==> run_1/placement_by_type.png <==
Drawn at 4 px/µm. Fill, decap, tap and diode cells in grey.
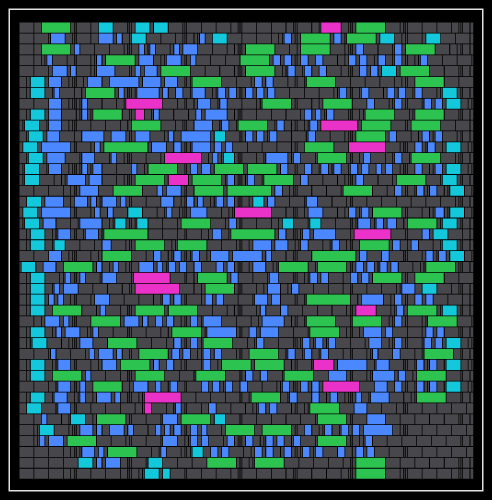
==> run_1/congestion.png <==
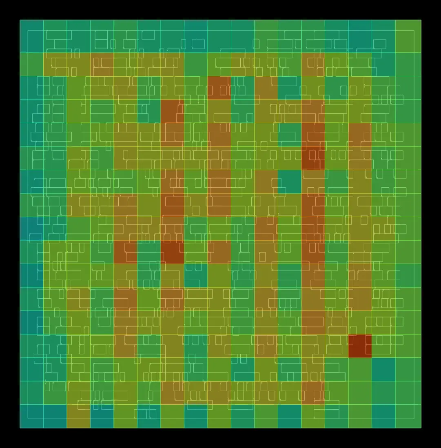
==> run_1/power_grid.png <==
Drawn at 4 px/µm. Pins as bars on the die edge. Tap cells in grey.
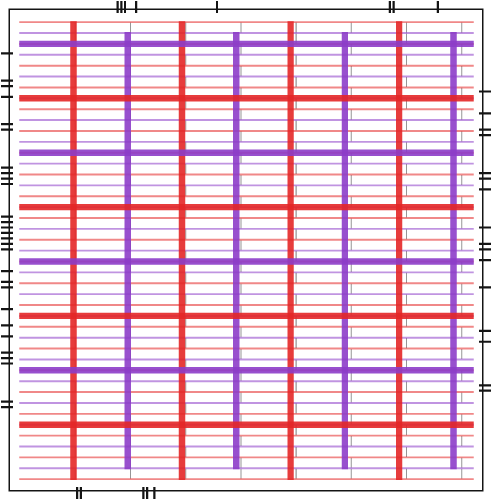
[src/rtl/csa_addsub_pipe_pkg.sv]
// ---------------------------------------------------------------------------
// csa_addsub_pipe_pkg
//   Shared definitions for the pipelined carry-select adder/subtractor:
//   operation encoding and the derived block/stage count helpers.
// ---------------------------------------------------------------------------
package csa_addsub_pipe_pkg;

   typedef enum logic {
      MODE_ADD = 1'b0,
      MODE_SUB = 1'b1
   } mode_e;

   // Number of carry-select blocks across the full operand width.
   function automatic int unsigned calc_nblocks(input int unsigned data_width,
                                                input int unsigned block_width);
      return data_width / block_width;
   endfunction

   // Number of pipeline stages; each stage resolves blocks_per_stage blocks.
   function automatic int unsigned calc_nstages(input int unsigned data_width,
                                                input int unsigned block_width,
                                                input int unsigned blocks_per_stage);
      return data_width / (block_width * blocks_per_stage);
   endfunction

endpackage

[src/rtl/csa_addsub_pipe_select.sv]
// ---------------------------------------------------------------------------
// csa_select_block
//   Combinational carry-select block: both sums (carry-in 0 and carry-in 1)
//   are formed in parallel and the incoming carry picks one.
//   Ports:
//     a, b  - block operand slices
//     cin   - incoming block carry (select)
//     sum   - selected block sum
//     cout  - selected block carry-out
// ---------------------------------------------------------------------------
module csa_select_block #(
   parameter int unsigned BLOCK_WIDTH = 2
) (
   input  logic [BLOCK_WIDTH-1:0] a,
   input  logic [BLOCK_WIDTH-1:0] b,
   input  logic                   cin,
   output logic [BLOCK_WIDTH-1:0] sum,
   output logic                   cout
);

   logic [BLOCK_WIDTH:0] sum_c0;
   logic [BLOCK_WIDTH:0] sum_c1;

   always_comb begin
      sum_c0 = {1'b0, a} + {1'b0, b};
      sum_c1 = {1'b0, a} + {1'b0, b} + (BLOCK_WIDTH+1)'(1);
      {cout, sum} = cin ? sum_c1 : sum_c0;
   end

endmodule

[src/rtl/csa_addsub_pipe.sv]
// ---------------------------------------------------------------------------
// csa_addsub_pipe
//   Pipelined carry-select adder/subtractor with valid/ready handshaking.
//   Each stage resolves BLOCKS_PER_STAGE carry-select blocks and registers
//   the partial sum, the block carry, the mode and the operand bits that
//   later stages still need. Subtract is in1 + ~in2 + !cin with the final
//   carry inverted into a borrow.
//   Ports:
//     clk, rst_n           - clock, synchronous active-low reset
//     in_valid / in_ready  - input beat handshake
//     mode                 - 0 add, 1 subtract (per beat)
//     in1, in2, cin        - operands and carry/borrow-in
//     out_valid / out_ready- output beat handshake
//     result               - {carry/borrow-out, sum}
// ---------------------------------------------------------------------------
module csa_addsub_pipe
   import csa_addsub_pipe_pkg::*;
#(
   parameter int unsigned DATA_WIDTH       = 16,
   parameter int unsigned BLOCK_WIDTH      = 2,
   parameter int unsigned BLOCKS_PER_STAGE = 2
) (
   input  logic                  clk,
   input  logic                  rst_n,
   input  logic                  in_valid,
   output logic                  in_ready,
   input  logic                  mode,
   input  logic [DATA_WIDTH-1:0] in1,
   input  logic [DATA_WIDTH-1:0] in2,
   input  logic                  cin,
   output logic                  out_valid,
   input  logic                  out_ready,
   output logic [DATA_WIDTH:0]   result
);

   localparam int unsigned NBLOCKS = calc_nblocks(DATA_WIDTH, BLOCK_WIDTH);
   localparam int unsigned NSTAGES = calc_nstages(DATA_WIDTH, BLOCK_WIDTH, BLOCKS_PER_STAGE);
   localparam int unsigned SW      = BLOCK_WIDTH * BLOCKS_PER_STAGE;
   localparam int unsigned LAST    = NSTAGES - 1;

   // Stage registers
   logic [NSTAGES-1:0]    valid_q, valid_d;
   logic [DATA_WIDTH-1:0] a_q   [NSTAGES];
   logic [DATA_WIDTH-1:0] a_d   [NSTAGES];
   logic [DATA_WIDTH-1:0] b_q   [NSTAGES];
   logic [DATA_WIDTH-1:0] b_d   [NSTAGES];
   logic [DATA_WIDTH-1:0] sum_q [NSTAGES];
   logic [DATA_WIDTH-1:0] sum_d [NSTAGES];
   logic                  carry_q [NSTAGES];
   logic                  carry_d [NSTAGES];
   mode_e                 mode_q  [NSTAGES];
   mode_e                 mode_d  [NSTAGES];

   // Per-stage inputs (previous stage registers, or the ports for stage 0)
   logic                  src_v    [NSTAGES];
   logic [DATA_WIDTH-1:0] src_a    [NSTAGES];
   logic [DATA_WIDTH-1:0] src_b    [NSTAGES];
   logic [DATA_WIDTH-1:0] src_sum  [NSTAGES];
   logic                  src_c    [NSTAGES];
   mode_e                 src_mode [NSTAGES];

   // Per-stage combinational block results
   logic [SW-1:0]         stage_sum  [NSTAGES];
   logic                  stage_cout [NSTAGES];

   // Handshake
   logic [NSTAGES-1:0]    rdy_out;
   logic [NSTAGES-1:0]    load_ok;

   // Operand conditioning happens once at entry; later stages see a plain add.
   always_comb begin
      for (int unsigned s = 0; s < NSTAGES; s++) begin
         if (s == 0) begin
            src_v[s]    = in_valid;
            src_a[s]    = in1;
            src_b[s]    = (mode == MODE_SUB) ? ~in2 : in2;
            src_c[s]    = (mode == MODE_SUB) ? ~cin : cin;
            src_sum[s]  = '0;
            src_mode[s] = mode_e'(mode);
         end else begin
            src_v[s]    = valid_q[s-1];
            src_a[s]    = a_q[s-1];
            src_b[s]    = b_q[s-1];
            src_c[s]    = carry_q[s-1];
            src_sum[s]  = sum_q[s-1];
            src_mode[s] = mode_q[s-1];
         end
      end
   end

   for (genvar s = 0; s < NSTAGES; s++) begin : g_stage
      logic [BLOCKS_PER_STAGE:0] chain;
      logic [SW-1:0]             blk_sum;

      assign chain[0] = src_c[s];

      for (genvar j = 0; j < BLOCKS_PER_STAGE; j++) begin : g_blk
         localparam int unsigned IDX = s * BLOCKS_PER_STAGE + j;
         if (IDX < NBLOCKS) begin : g_inst
            csa_select_block #(
               .BLOCK_WIDTH (BLOCK_WIDTH)
            ) u_blk (
               .a    (src_a[s][IDX*BLOCK_WIDTH +: BLOCK_WIDTH]),
               .b    (src_b[s][IDX*BLOCK_WIDTH +: BLOCK_WIDTH]),
               .cin  (chain[j]),
               .sum  (blk_sum[j*BLOCK_WIDTH +: BLOCK_WIDTH]),
               .cout (chain[j+1])
            );
         end
      end

      assign stage_sum[s]  = blk_sum;
      assign stage_cout[s] = chain[BLOCKS_PER_STAGE];
   end

   // Ready ripples backwards from out_ready; a running variable keeps each
   // vector free of self-referencing bits.
   always_comb begin
      logic rdy;
      rdy_out = '0;
      load_ok = '0;
      rdy     = out_ready;
      for (int unsigned i = 0; i < NSTAGES; i++) begin
         int unsigned idx;
         idx          = NSTAGES - 1 - i;
         rdy_out[idx] = rdy;
         load_ok[idx] = ~valid_q[idx] | rdy;
         rdy          = load_ok[idx];
      end
   end

   always_comb begin
      valid_d = valid_q;
      for (int unsigned s = 0; s < NSTAGES; s++) begin
         a_d[s]     = a_q[s];
         b_d[s]     = b_q[s];
         sum_d[s]   = sum_q[s];
         carry_d[s] = carry_q[s];
         mode_d[s]  = mode_q[s];
         if (load_ok[s]) begin
            valid_d[s] = src_v[s];
         end
         // Payload only changes on a real load, so empty-stage contents never
         // disturb a held result.
         if (load_ok[s] && src_v[s]) begin
            a_d[s]                 = src_a[s];
            b_d[s]                 = src_b[s];
            sum_d[s]               = src_sum[s];
            sum_d[s][s*SW +: SW]   = stage_sum[s];
            carry_d[s]             = stage_cout[s];
            mode_d[s]              = src_mode[s];
         end
      end
   end

   always_ff @(posedge clk) begin
      if (!rst_n) begin
         valid_q <= '0;
         for (int unsigned s = 0; s < NSTAGES; s++) begin
            a_q[s]     <= '0;
            b_q[s]     <= '0;
            sum_q[s]   <= '0;
            carry_q[s] <= 1'b0;
            mode_q[s]  <= MODE_ADD;
         end
      end else begin
         valid_q <= valid_d;
         for (int unsigned s = 0; s < NSTAGES; s++) begin
            a_q[s]     <= a_d[s];
            b_q[s]     <= b_d[s];
            sum_q[s]   <= sum_d[s];
            carry_q[s] <= carry_d[s];
            mode_q[s]  <= mode_d[s];
         end
      end
   end

   assign in_ready  = rst_n & load_ok[0];
   assign out_valid = valid_q[LAST];
   assign result    = {carry_q[LAST] ^ (mode_q[LAST] == MODE_SUB), sum_q[LAST]};

endmodule

[config.mk]
export PLATFORM = sky130hd
export DESIGN_NAME = csa_addsub_pipe
export DESIGN_NICKNAME = d
export VERILOG_FILES = /design/src/rtl/csa_addsub_pipe_pkg.sv /design/src/rtl/csa_addsub_pipe_select.sv /design/src/rtl/csa_addsub_pipe.sv
export SDC_FILE = /design/constraint.sdc
export NUM_CORES = 1
export LEC_CHECK = 0
export CAP_MARGIN = 10
export CELL_PAD_IN_SITES_DETAIL_PLACEMENT = 1
export CELL_PAD_IN_SITES_GLOBAL_PLACEMENT = 2
export CORE_AREA = 2 2 116 118
export DETAILED_ROUTE_END_ITERATION = 8
export DIE_AREA = 0 0 118 120
export GPL_ROUTABILITY_DRIVEN = 0
export PLACE_DENSITY_LB_ADDON = 0.08
export SLEW_MARGIN = 20
export SYNTH_ARGS = -nofsm -noshare
export SYNTH_HDL_FRONTEND = slang
export SYNTH_HIERARCHICAL = 1
export SYNTH_SLANG_ARGS = --single-unit
[constraint.sdc]
create_clock -name clk -period 5 [get_ports clk]
set_input_delay 1.5 -clock clk [delete_from_list [all_inputs] [get_ports clk]]
set_output_delay 1.5 -clock clk [all_outputs]
set_load 0.005 [all_outputs]
==> deck_impl_summary.md, run 1 <==
Implementation Results

Placed design
  • Dpl ws: 0.4029 ns
  • Port bufs: 56

Status
  • Status: completed

Synth
  • Post-synth seq share: 44.22%
  • Syn Inst Count: 514
  • Simple share: 13.93%
  • Top cells by count: 94 x dfxtp_1, 67 x a21oi_1, 65 x nand2_1, 64 x o21ai_0, 62 x nand3_1
  • Number of distinct library cells after synthesis: 30
  • Synth top cell by count: dfxtp_1
  • Top cells by area: dfxtp_1 40%, a21oi_1 7.2%, o21ai_0 6.9%
  • Mapped Area: 4663 µm²
  • Ys Warns: 6
  • Mux area share: 8.586%
  • Top cell type's share of synthesized area: 40.35%
  • Synth Net Count: 576
  • AND-OR/OR-AND Cells, Area Fraction: 14.49%
  • Yosys cell count: 514
  • Dominant comb cell: AND-OR/OR-AND gates
  • Syn_area_per_cell: 9.072 µm²
  • Flip-flops with a built-in enable: 6
  • Async SR Flop Fraction: 0%

Cells and area
  • Top flop regs: sum_q x40, a_q x24, b_q x24
  • Data buffer area share: 11.20%
  • Clkbuf count: 13
  • Clk tree area frac: 5.709%
  • Fillers: 1533
  • Flip-flop count of the largest register after layout: 40
  • Comb area: 2384 µm²
  • Most frequent logic cells in the routed design: 94 x dfxtp_1, 67 x a21oi_1, 65 x nand2_1
  • Multi-input combinational area share: 42.31%
  • Non-clock inverters: 4
  • Layout area overhead: 20.79%
  • Comb_multi_in: 367
  • Register Area: 2062 µm²
  • Ant. Diodes: 0

Drt
  • Met2 wire len: 4.864 mm
  • Met3 wire length: 346 µm
  • DRT iter0 DRCs: 144
  • Drc violations: 0
  • Met1 WL: 5.118 mm
  • Drt first pass iters: 4
  • Via/cell ratio: 4.942
  • Routed wire length: 10.49 mm

Worst setup path
  • Critical R2R Capture: a_q[0][13]
  • Crit end category: output pin
  • Critical path startpoint: out_ready
  • R2R depth: 5
  • Worst Setup Path Type: primary input to output pin
  • R2r setup slk: 2.63 ns
  • Max Fanout on Critical Path: 6
  • Crit-path max cell delay: 0.56 ns
  • Worst EP arrival: 3.05 ns

Timing
  • RSZ-0062 raised after global routing: no
  • Pins Over Slew Limit: 0
  • Setup-violating endpoint count in the final report: 0
  • Fin Setup TNS: 0 ns
  • Final cycle utilization of the critical path: 91.03%
  • Slew HR: 35.37%
  • Final WS setup: 0.4485 ns

Power and ir drop
  • Sequential Power Share: 47.8%
  • Pwr top: sequential cells
  • Sequential Power: 861 µW
  • VDD IR-drop max: 123.6 µV
  • Reported combinational group power: 197 µW
  • Sw power: 420.4 µW
  • Power Total: 1.802 mW
  • Clk pwr share: 41.3%
  • Comb pwr share: 10.9%

Die
  • Die Height: 120 µm
  • Cell row count: 42
  • Chip width: 118 µm
  • # Taps: 176
  • Core region area: 12980 µm²
  • Chip area: 14160 µm²
  • I/O pin count: 57

CTS
  • Worst-path clk slew: 0.07 ns
  • Clk buf depth: 2
  • Post-CTS resize count: 0
  • CTS buffer count: 9
  • CTS root buffer: clkbuf_16

Min path
  • HP Class: flip-flop to flip-flop

Job
  • Tool warning count: 26
  • Max-cap violations: 0

GRT
  • Gr busiest metal: met2
  • Initial antenna violation count: 0
  • Largest net degree at the start of global routing: 67
  • Total gr overflow: 0
Back to the opening pictures, placement_by_type.png:
- remaining buffers and delay cells: cyan (cells 66; share of their area 12%)
- combinational and other logic: blue (cells 371; share of their area 44%)
- clock drivers and dummy loads: magenta (cells 16; share of their area 5.9%)
- sequential cells: green (cells 100; share of their area 38%)
final core utilization: 43.40%
flop share of the area: 36.61%
Design Area, Final: 5633 µm²

Back to the opening pictures, congestion.png:
routed len/inst: 14.39 µm
GR Layer Usage met2: 25.80%
met1 GRT Util: 20.05%
gr usage total: 15.52%
met3 GRT Util: 2.947%

Back to the opening pictures, power_grid.png:
- VDD: purple
- VSS: red
- met4 straps: 8
- met1 rails: 43
- tap cells: 176

==> run_1/wires.png <==
Drawn at 4 px/µm.
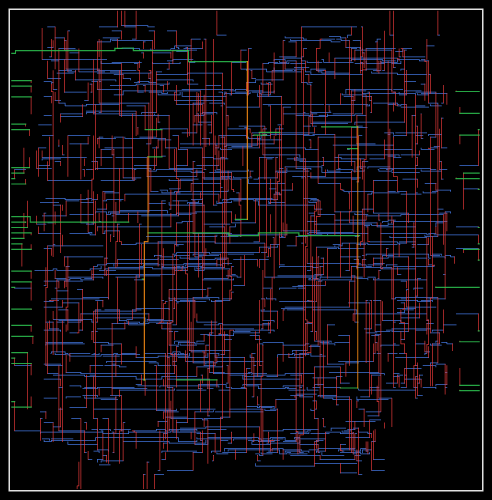

==> run 2, diff against run 1 <==
--- a/config.mk
+++ b/config.mk
@@ -5,15 +5,16 @@
 export SDC_FILE = /design/constraint.sdc
 export NUM_CORES = 1
 export LEC_CHECK = 0
-export CAP_MARGIN = 10
+export CAP_MARGIN = 20
 export CELL_PAD_IN_SITES_DETAIL_PLACEMENT = 1
 export CELL_PAD_IN_SITES_GLOBAL_PLACEMENT = 2
-export CORE_AREA = 2 2 116 118
+export CORE_AREA = 2 2 114 116
+export CTS_BUF_LIST = sky130_fd_sc_hd__clkbuf_2 sky130_fd_sc_hd__clkbuf_4 sky130_fd_sc_hd__clkbuf_8
 export DETAILED_ROUTE_END_ITERATION = 8
-export DIE_AREA = 0 0 118 120
+export DIE_AREA = 0 0 116 118
 export GPL_ROUTABILITY_DRIVEN = 0
 export PLACE_DENSITY_LB_ADDON = 0.08
-export SLEW_MARGIN = 20
+export SLEW_MARGIN = 40
 export SYNTH_ARGS = -nofsm -noshare
 export SYNTH_HDL_FRONTEND = slang
 export SYNTH_HIERARCHICAL = 1
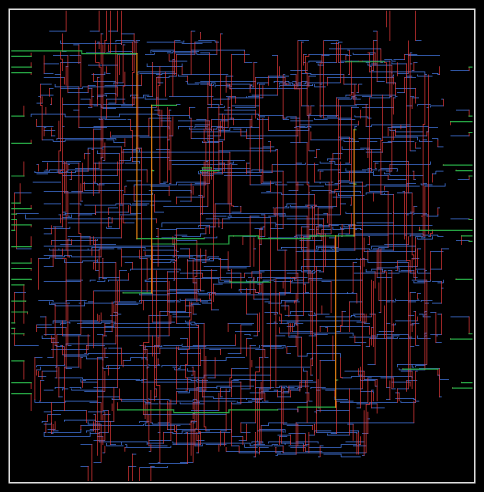
(run_2/wires.png)
Drawn at 4 px/µm.
- metal 3: green (wire length 343 µm)
- metal 2: red (wire length 4620 µm)
- metal 1: blue (wire length 5230 µm)
- metal 4: orange (wire length 163 µm)

==> deck_impl_summary.md, run 2 <==
Implementation Results

Power and ir drop
  • VDD IR-drop max: 132.1 µV (+6.9%)
  • Pwr top: sequential cells
  • Clock net power: 582 µW
  • Comb pwr share: 12.1% (+1.2 points)
  • Pwr/cell area: 296.8 nW/µm²
  • Clk pwr share: 35.5% (-5.8 points)
  • Sw power: 401.7 µW (-4.4%)
  • Power Total: 1.639 mW (-9.0%)
  • Reported combinational group power: 198 µW (about the same)
  • Sequential Power: 859 µW (about the same)
  • Sequential Power Share: 52.4% (+4.6 points)

GRT
  • Met3 GRT Util: 3.759% (+0.81 points)
  • Gr busiest metal: met2
  • Largest net degree at the start of global routing: 67 (unchanged)
  • Total gr overflow: 0 (unchanged)
  • First-pass GRT wire length: 17.94 mm
  • Initial antenna violation count: 0 (unchanged)

Drt
  • Drt first pass iters: 4 (unchanged)
  • Total number of vias: 3581
  • DRT iter0 DRCs: 141 (-2.1%)
  • Drc violations: 0 (unchanged)
  • Via/cell ratio: 4.946 (about the same)
  • Routed len/inst: 14.30 µm (-0.60%)
  • Met3 wire length: 343 µm (-0.87%)
  • Met1 WL: 5.233 mm (+2.2%)
  • Routed wire length: 10.36 mm (-1.3%)
  • Met2 wire len: 4.617 mm (-5.1%)

Worst setup path
  • R2r setup slk: 2.72 ns (+0.09 ns)
  • Max Fanout on Critical Path: 6 (unchanged)
  • Crit-path max cell delay: 0.57 ns (about the same)
  • R2R depth: 8 (+3)
  • Critical Path End: in_ready
  • Critical R2R Capture: carry_q[1]
  • Crit end category: output pin
  • Worst EP arrival: 3.10 ns (+0.05 ns)
  • R2R Path Start: a_q[0][4]
  • CP delay by family, top: buffers and inverters
  • CP startpoint kind: primary input
  • Critical path startpoint: out_ready
  • Worst Setup Path Type: primary input to output pin
  • CP required: 3.50 ns
  • CP max-delay cell: clkdlybuf4s50_1

CTS
  • CTS buffer count: 9 (unchanged)
  • Clk buf depth: 2 (unchanged)
  • Hold-fix buffers, CTS: 0
  • Post-CTS resize count: 0 (unchanged)
  • CTS root buffer: clkbuf_8
  • Late-Pin Clk Latency: 0.38 ns
  • Worst-path clk slew: 0.09 ns (+0.02 ns)
  • H-Tree Depth: 3

Synth
  • Registers, synthesis: 100
  • Post-synth seq share: 44.22% (unchanged)
  • Yosys cell count: 514 (unchanged)
  • Top cells by count: 94 x dfxtp_1, 67 x a21oi_1, 65 x nand2_1, 64 x o21ai_0, 62 x nand3_1
  • Flip-flops with a built-in enable: 6 (unchanged)
  • Mapped Area: 4663 µm² (unchanged)
  • Syn Inst Count: 514 (unchanged)
  • Yosys top cell by area: dfxtp_1
  • Top cells by area: dfxtp_1 40%, a21oi_1 7.2%, o21ai_0 6.9%
  • Top cell type's share of synthesized area: 40.35% (unchanged)
  • Synth top cell by count: dfxtp_1
  • Ys Warns: 6 (unchanged)
  • AND-OR/OR-AND Cells, Area Fraction: 14.49% (unchanged)
  • Async SR Flop Fraction: 0% (unchanged)
  • Yosys Chip Area: 4663 µm²
  • Number of distinct library cells after synthesis: 30 (unchanged)
  • Synth Net Count: 576 (unchanged)
  • Top_reg_cell synth: dfxtp_1
  • Syn_area_per_cell: 9.072 µm² (unchanged)
  • Mux area share: 8.586% (unchanged)
  • Simple share: 13.93% (unchanged)
  • Dominant comb cell: AND-OR/OR-AND gates

Job
  • Max-cap violations: 0 (unchanged)
  • Tool warning count: 26 (unchanged)

Die
  • I/O pin count: 57 (unchanged)
  • Cell row count: 41 (-2.4%)
  • Die Height: 118 µm (-1.7%)
  • # Taps: 172 (-2.3%)
  • Chip area: 13690 µm² (-3.3%)
  • Core region area: 12410 µm² (-4.4%)
  • Chip width: 116 µm (-1.7%)

Placed design
  • Dpl ws: 0.4228 ns (+0.01987 ns)
  • Placed Area: 5301 µm²
  • Port bufs: 56 (unchanged)

Cells and area
  • Ant. Diodes: 0 (unchanged)
  • Comb_multi_in: 367 (unchanged)
  • Most frequent logic cells in the routed design: 94 x dfxtp_1, 67 x a21oi_1, 65 x nand2_1
  • Fillers: 1469 (-4.2%)
  • Multi-input combinational area share: 43.21% (+0.90 points)
  • Layout area overhead: 18.41%
  • Comb area: 2386 µm² (+0.10%)
  • Flip-flop count of the largest register after layout: 40 (unchanged)
  • Flop share of the area: 37.34% (+0.74 points)
  • Nonclk buf count: 65
  • Data buffer area share: 11.28% (+0.090 points)
  • Top cell excl fill/tap: dfxtp_1
  • Design Area, Final: 5522 µm² (-2.0%)
  • Top flop regs: sum_q x40, a_q x24, b_q x24
  • Clkbuf count: 11 (-2)
  • Flip-flop and latch count: 100
  • Clk tree area frac: 3.988% (-1.7 points)
  • Register Area: 2062 µm² (unchanged)
  • Non-clock inverters: 4 (unchanged)
  • Biggest register: sum_q

Timing
  • Final min period: 4.596 ns
  • Fin Setup TNS: 0 ns (unchanged)
  • Clock skew: 0.009093 ns
  • Setup-violating endpoint count in the final report: 0 (unchanged)
  • Worst slew pin tran: 0.7678 ns
  • FMAX: 0.2176 GHz
  • Final cycle utilization of the critical path: 91.92% (+0.89 points)
  • RSZ-0062 raised after global routing: no
  • Final Hold Fails: 0
  • Final WS setup: 0.4041 ns (-0.04432 ns)
  • Pins Over Slew Limit: 0 (unchanged)
  • Slew HR: 48.66% (+13 points)

Status
  • Status: completed

Min path
  • HP Class: flip-flop to flip-flop
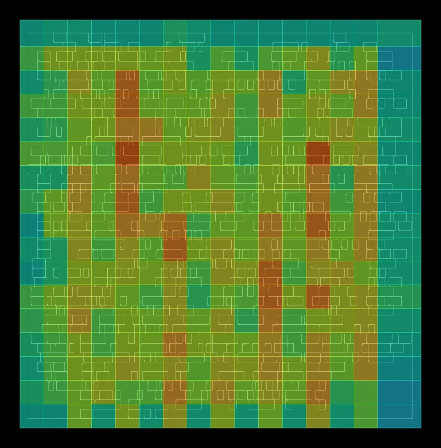
(run_2/congestion.png)
gr usage total: 16.32%
final core utilization: 44.48%
GR Layer Usage met2: 25.26%
met1 GRT Util: 22.38%

==> run_2/clk_routes.png <==
Drawn at 3 px/µm.
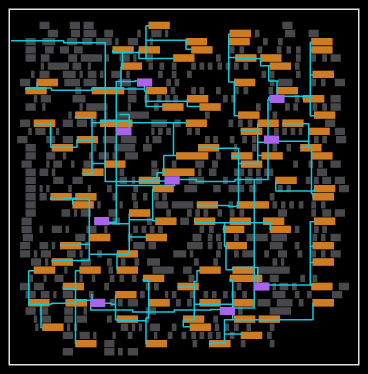

==> run 3, diff against run 2 <==
--- a/config.mk
+++ b/config.mk
@@ -9,7 +9,7 @@
 export CELL_PAD_IN_SITES_DETAIL_PLACEMENT = 1
 export CELL_PAD_IN_SITES_GLOBAL_PLACEMENT = 2
 export CORE_AREA = 2 2 114 116
-export CTS_BUF_LIST = sky130_fd_sc_hd__clkbuf_2 sky130_fd_sc_hd__clkbuf_4 sky130_fd_sc_hd__clkbuf_8
+export CTS_BUF_LIST = sky130_fd_sc_hd__clkbuf_4
 export DETAILED_ROUTE_END_ITERATION = 8
 export DIE_AREA = 0 0 116 118
 export GPL_ROUTABILITY_DRIVEN = 0
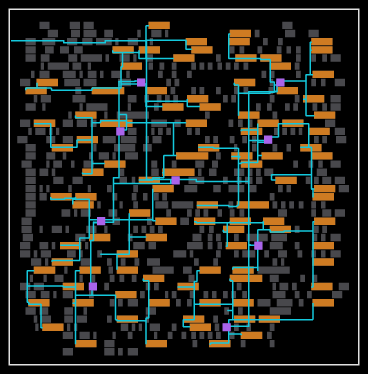
(run_3/clk_routes.png)
Drawn at 3 px/µm.
- clock drivers: purple (count 9)
- flip-flops: orange (count 100)
- clock wires: cyan (length 1340 µm)
- routed clock nets: 10

==> deck_impl_summary.md, run 3 <==
Implementation Results

Power and ir drop
  • Sw power: 390.6 µW (-2.8%)
  • Sequential Power: 860 µW (about the same)
  • VDD IR-drop max: 128.8 µV (-2.5%)
  • Power Total: 1.535 mW (-6.4%)
  • Pwr top: sequential cells
  • Comb pwr share: 12.9% (+0.8 points)
  • Clock net power: 477 µW (-18%)

Worst setup path
  • R2R Path Start: a_q[0][4]
  • CP required: 3.50 ns (about the same)
  • R2R depth: 8 (unchanged)
  • CP max-delay cell: clkdlybuf4s50_1
  • R2r setup slk: 2.75 ns (+0.03 ns)
  • CP delay by family, top: buffers and inverters
  • Crit-path max cell delay: 0.58 ns (about the same)
  • Critical path startpoint: out_ready
  • Critical R2R Capture: carry_q[1]

Synth
  • Dominant comb cell: AND-OR/OR-AND gates
  • Yosys top cell by area: dfxtp_1
  • Top_reg_cell synth: dfxtp_1
  • Synth Net Count: 576 (unchanged)
  • Syn_area_per_cell: 9.072 µm² (unchanged)
  • Mux area share: 8.586% (unchanged)
  • Number of distinct library cells after synthesis: 30 (unchanged)
  • Syn Inst Count: 514 (unchanged)
  • Synth top cell by count: dfxtp_1
  • Async SR Flop Fraction: 0% (unchanged)
  • Top cell type's share of synthesized area: 40.35% (unchanged)
  • Flip-flops with a built-in enable: 6 (unchanged)
  • Yosys cell count: 514 (unchanged)

Timing
  • Pins Over Slew Limit: 0 (unchanged)
  • FMAX: 0.2171 GHz (-0.21%)
  • Worst slew pin tran: 0.7675 ns (-0.0002527 ns)
  • RSZ-0062 raised after global routing: no
  • Clock skew: 0.01673 ns (+0.007639 ns)
  • Setup-violating endpoint count in the final report: 0 (unchanged)
  • Fin Setup TNS: 0 ns (unchanged)
  • Final Hold Fails: 0 (unchanged)

Placed design
  • Port bufs: 56 (unchanged)
  • Dpl ws: 0.4228 ns (unchanged)

Cells and area
  • Data buffer area share: 11.42% (+0.14 points)
  • Flip-flop count of the largest register after layout: 40 (unchanged)
  • Design Area, Final: 5455 µm² (-1.2%)
  • Flop share of the area: 37.80% (+0.45 points)
  • Comb_multi_in: 367 (unchanged)
  • Layout area overhead: 16.98%
  • Top flop regs: sum_q x40, a_q x24, b_q x24
  • Biggest register: sum_q
  • Register Area: 2062 µm² (unchanged)
  • Clk tree area frac: 2.821% (-1.2 points)
  • Nonclk buf count: 65 (unchanged)
  • Clkbuf count: 10 (-1)
  • Multi-input combinational area share: 43.74% (+0.53 points)

CTS
  • H-Tree Depth: 3 (unchanged)
  • Late-Pin Clk Latency: 0.47 ns (+0.09 ns)
  • CTS root buffer: clkbuf_4
  • Worst-path clk slew: 0.15 ns (+0.06 ns)
  • Clk buf depth: 2 (unchanged)
  • Post-CTS resize count: 0 (unchanged)
  • CTS buffer count: 9 (unchanged)

Min path
  • HP Class: flip-flop to flip-flop

GRT
  • Initial antenna violation count: 0 (unchanged)
  • Total gr overflow: 0 (unchanged)
  • GR Layer Usage met2: 25.33% (+0.073 points)
  • First-pass GRT wire length: 17.90 mm (-0.23%)
  • Largest net degree at the start of global routing: 67 (unchanged)

Job
  • Tool warning count: 26 (unchanged)

Drt
  • Via/cell ratio: 4.952 (+0.11%)
  • Drc violations: 0 (unchanged)
  • DRT iter0 DRCs: 138 (-2.1%)
  • Total number of vias: 3585 (+0.11%)

Die
  • Core region area: 12410 µm² (unchanged)
  • Chip area: 13690 µm² (unchanged)
  • # Taps: 172 (unchanged)
  • Die Height: 118 µm (unchanged)

Status
  • Status: completed
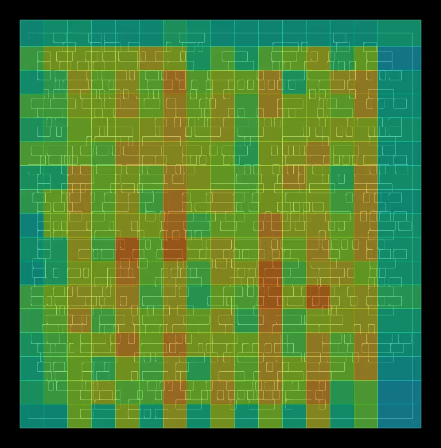
(run_3/congestion.png)
met3 GRT Util: 2.987%
routed len/inst: 14.28 µm
final core utilization: 43.94%
met1 GRT Util: 22.14%
gr busiest metal: met2

Power is estimated from default activity; no workload was simulated.
